Run 1, clock wiring as the flow saved it:
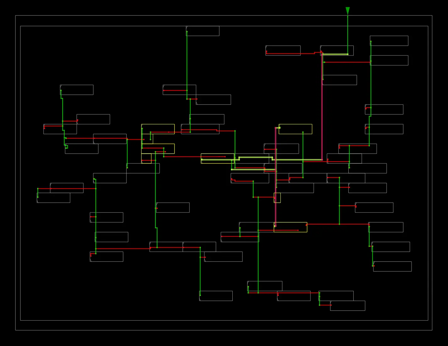
Run 1, clock wires, drivers and flops:
(4 px per µm)
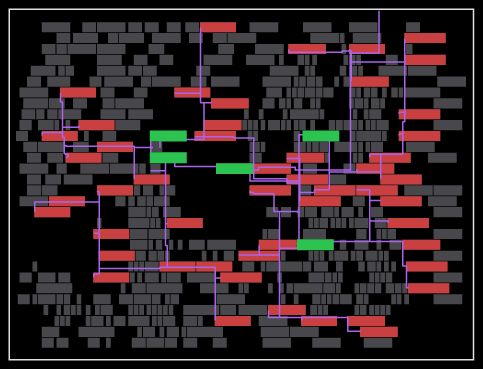
Run 1, the metal 3 layer:
(3 px per µm) Cells faint in the background.
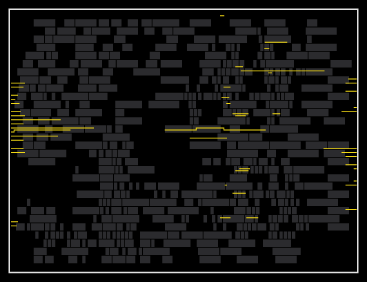
==> config.mk <==
export PLATFORM = sky130hd
export DESIGN_NAME = fifo_share_ctrl_flat
export DESIGN_NICKNAME = d
export VERILOG_FILES = /design/src/rtl/fifo_share_ctrl_if.sv /design/src/rtl/fifo_share_ctrl.sv /design/src/flat_wrapper.sv
export SDC_FILE = /design/constraint.sdc
export NUM_CORES = 1
export LEC_CHECK = 0
export ABC_AREA = 1
export CORE_ASPECT_RATIO = 0.75
export CORE_UTILIZATION = 30
export CTS_CLUSTER_SIZE = 14
export DETAILED_ROUTE_END_ITERATION = 6
export HOLD_SLACK_MARGIN = 0.15
export PLACE_DENSITY = 0.62
export SETUP_SLACK_MARGIN = 0.3
export SLEW_MARGIN = 20
export SYNTH_ARGS = -nofsm -noshare
export SYNTH_HDL_FRONTEND = slang
export SYNTH_SLANG_ARGS = --single-unit
==> constraint.sdc <==
create_clock -name clk_in -period 1.8 [get_ports clk_in]
set_input_delay 0.45 -clock clk_in [delete_from_list [all_inputs] [get_ports clk_in]]
set_output_delay 0.45 -clock clk_in [all_outputs]
set_load 0.1 [all_outputs]
==> run notes, run 1 <==
The layout was made with Yosys and OpenROAD.

Measured along the y axis, the die boundary spans 87.26 µm. The commonest register cell is sky130_fd_sc_hd__dfrtp_1. The category of the most critical setup path is flop to output port. Routed signal wires occupy layers up through met4.

Of the total power, registers draw 0.254. Setup repair after global routing could not meet its margin everywhere. The clock H-tree reported by CTS has 2 levels.

The critical path goes through inv_2 -> nand2_2 -> nand3_4 -> clkinv_4 -> a22o_4 -> buf_12. By area, non-clock buffers come first. The final worst slack is -123.2 ps. The flow ran to the end, but the final reports show violations. The count of buffers added by post-CTS timing repair for setup is 2. The longest individual stage delay on the worst path is ~400 ps.

The proportion of layout cells with a drive suffix above 1 is 0.3577. The maximum fanout count along the critical path is 5. In the final report, the number of endpoints failing setup comes to 11.

The sequential power reported by the tool is about 2.2 mW. The largest part of the power goes to combinational cells. The average size of a mapped cell is between 8 and 9 µm².

Clock-pin slew was measured on the worst setup and hold paths at ~60 ps. By count the netlist is led by sky130_fd_sc_hd__nand2_1, sky130_fd_sc_hd__inv_1, sky130_fd_sc_hd__dfrtp_1. The total instance count after detailed placement is roughly 600. The count of yosys warnings during synthesis is 0. The global-route usage over all layers is 0.1645. The global-route wire length before repair is 12,880 µm. The worst setup path is captured at an output port. The library cells used most frequently in the layout, excluding fill and tap cells, are sky130_fd_sc_hd__nand2_1, sky130_fd_sc_hd__buf_12, sky130_fd_sc_hd__inv_1.

The routed design shows a wire length per standard cell of approximately 13 µm. The adder-cell share of the synthesized area is 0.06885. Per the detailed placement report, the placed cell area equals slightly below 5000 µm².

The number of standard-cell rows in the floorplan is 30. The multi-input combinational cells in the finished layout cover a total of approximately 1700 µm². The final reports fail on negative setup slack. The net count of the mapped netlist is 417. The post-synthesis compound-gate area fraction is 0.05895.

After detailed routing, the number of remaining DRC violations is 0. The tightest min-delay check is of the flop to flop type. TritonCTS built the clock tree. The worst register-to-register path has a setup slack of between 200 and 300 ps.

For reference, the top cells by area after synthesis are sky130_fd_sc_hd__dfrtp_1, sky130_fd_sc_hd__nand2_1, sky130_fd_sc_hd__inv_1. In this run the layout overhead on the synthesized area is reported as 82.49%. For this run, the post-layout net count is 544.
-- 'clock wiring as the flow saved it' (at the start) --
largest clock skew in the final design: 9.861 ps
clk pwr: 946 µW
number of clock buffers inserted by TritonCTS: 5
count of clock-net buffers in the final layout: 5
CTS Sinks: 50

-- 'clock wires, drivers and flops' (at the start) --
[green] clock-net drivers | count: 5
[purple] clock wires | length: 708 µm
[red] flip-flops | count: 50
flops lie	spread over the die
clock insertion delay at the later pin of the skew report: 290 ps
Clk network pwr share: 0.111

-- 'the metal 3 layer' (at the start) --
longest straight run	27.6 µm
main direction	horizontal
nets with wire on the layer	46
routed vias: 2,732
final WL: 7901 µm
global-route met3 utilization: 0.03410

==> run 2: changes to the inputs <==
CORE_UTILIZATION = 45   (was 30)
PLACE_DENSITY = 0.81   (was 0.62)
Run 2, clock wires, drivers and flops:
(4 px per µm)
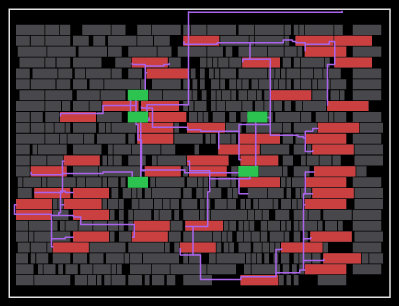
[red] flip-flops | count: 50
[green] clock-net drivers | count: 5
[purple] clock wires | length: 639 µm
routed clock nets	6
flops lie	spread over the die
clk pwr: 868 µW
Clk network pwr share: 0.096

==> run 2 against run 1 <==
- the flow still finishes with violations (negative setup slack)
- clock-buffer cell count rose by 1
- worst setup slack got worse by 45 ps
- combinational power rose by 11%
- total power rose by 6.3%
- core utilization rose by 34 points
- area after synthesis did not move
- routed wire length rose by 30%
- final area rose by 3.4%
- fmax fell by 2.3%
- hold slack improved by 26 ps
- non-clock buffer count rose by 11
- critical path type unchanged
- highest routed layer unchanged
==> run notes, run 2 <==
The layout was made with Yosys and OpenROAD.

The global-route usage over all layers was 0.2904 (+0.1259). Setup repair after global routing could not meet its margin everywhere. The net count of the mapped netlist is 417 (unchanged).

The number of buffers on the longest clock path is 2. Per the area breakdown, the dominant cell category is multi-input combinational cells. The proportion of layout cells with a drive suffix above 1 is 0.4347 (+0.07695). The area of the core is roughly 6000 µm². The clock network latency to the later pin of the worst-skew pair was 320 ps (+30 ps). The arrival time at the worst endpoint is between 1500 and 2000 ps. The count of filler cells inserted in the layout is 236. In this run, the number of DRC markers left after iteration 0 of detailed routing was roughly 170. The sink count of the clock tree is 50 (unchanged). The category of the most critical setup path is flop to output port.

The total instance count after detailed placement was 537 (-8.8%). Entering global routing, the biggest net connects 51 pins. The final worst slack is -168.2 ps (-45.03 ps). The top cell types in the final layout, fill and taps aside, are sky130_fd_sc_hd__nand2_1, sky130_fd_sc_hd__buf_12, sky130_fd_sc_hd__inv_1. The global-route wire length before repair was 14,990 µm (+16%). Yosys attributes the largest share of cell area to sky130_fd_sc_hd__dfrtp_1, sky130_fd_sc_hd__nand2_1, sky130_fd_sc_hd__inv_1. The number of standard-cell rows in the floorplan came to 24 (-20%). The final reports fail on negative setup slack. The upper clock frequency limit is between 0.5 and 0.6 GHz.

The worst hold-check path type is flop to flop. The flow ran to the end, but the final reports show violations. The longest individual stage delay on the worst path came to 410 ps (about the same).

Measured on the final layout, the clock distribution area share stands at 0.02211. Across the whole layout, storage elements account for ~1300 µm². The smallest clock period supported by the final layout is computed as between 1500 and 2000 ps. The die span in y is 71.62 µm (-18%). The total number of cells along the worst setup path is 6. The synthesis run shows the most used standard cells to be sky130_fd_sc_hd__nand2_1, sky130_fd_sc_hd__inv_1, sky130_fd_sc_hd__dfrtp_1. The multi-input gate area in the final layout was 1848 µm² (+9.3%). The power group with the largest share is combinational cells. The count of clock buffers in the final design is 6 (+1).

The power share of the sequential group is 0.243 (-0.011). The post-synthesis compound-gate area fraction is 0.05895 (unchanged). The power attributed to combinational cells is 6.00 mW.

The CTS tree is yes. For reference, the mux area share after synthesis is 0.03098. The power dissipated in sequential cells came to 2.20 mW (about the same). The H-tree level count came to 2 (unchanged). The clock-pin slew on the worst setup and hold paths is 100 ps (+40 ps).

The met3 wirelength from detailed routing is roughly 760 µm. The detailed-route DRC error count was 0 (unchanged). The count of buffers added by post-CTS timing repair for setup is 8 (+6). The detail-routed net length per standard cell is 18.12 µm (+39%). The worst-case register-to-register setup slack came to 200 ps (-50 ps). Once the clock tree was built, the resizer swapped 70 gates to a different size. The number of buffers inserted during clock tree synthesis is 5 (unchanged).

The total cell area at the placement stage is 4875 µm² (-1.6%). Detailed routing placed a total of 5377 µm of wire on met2. The average size of a mapped cell is 8.308 µm² (unchanged).

Looking at the cell usage after synthesis, the top flip-flop cell is sky130_fd_sc_hd__dfrtp_1. The net total in the final layout came to 556 (+2.2%). The report lists the cells along the critical path as inv_2 -> nand2_2 -> nand3_4 -> clkinv_4 -> a22o_4 -> buf_12. The final worst clock skew is 24.14 ps (+14.27 ps). The maximum fanout count along the critical path is 4 (-1). The final setup violation count came to 11 (unchanged). The final instance area is around 5500 µm². The highest metal layer used by the detailed router is met4. The count of yosys warnings during synthesis is 0 (unchanged).

The largest area contributor in the synthesized netlist is sky130_fd_sc_hd__dfrtp_1. The total power divided by cell area is ~1700 nW/µm².
Run 2, the metal 3 layer:
(4 px per µm) Cells faint in the background.
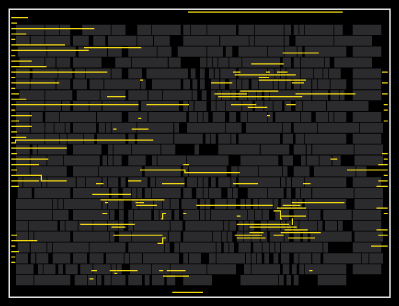
share of all routed wire	7.4%
nets with wire on the layer	108
longest straight run	38.4 µm
wire length on this layer	758 µm
routed vias: 3,158
final WL: 10,290 µm
global-route met3 utilization: 0.07749

Power is estimated from default activity; no workload was simulated.
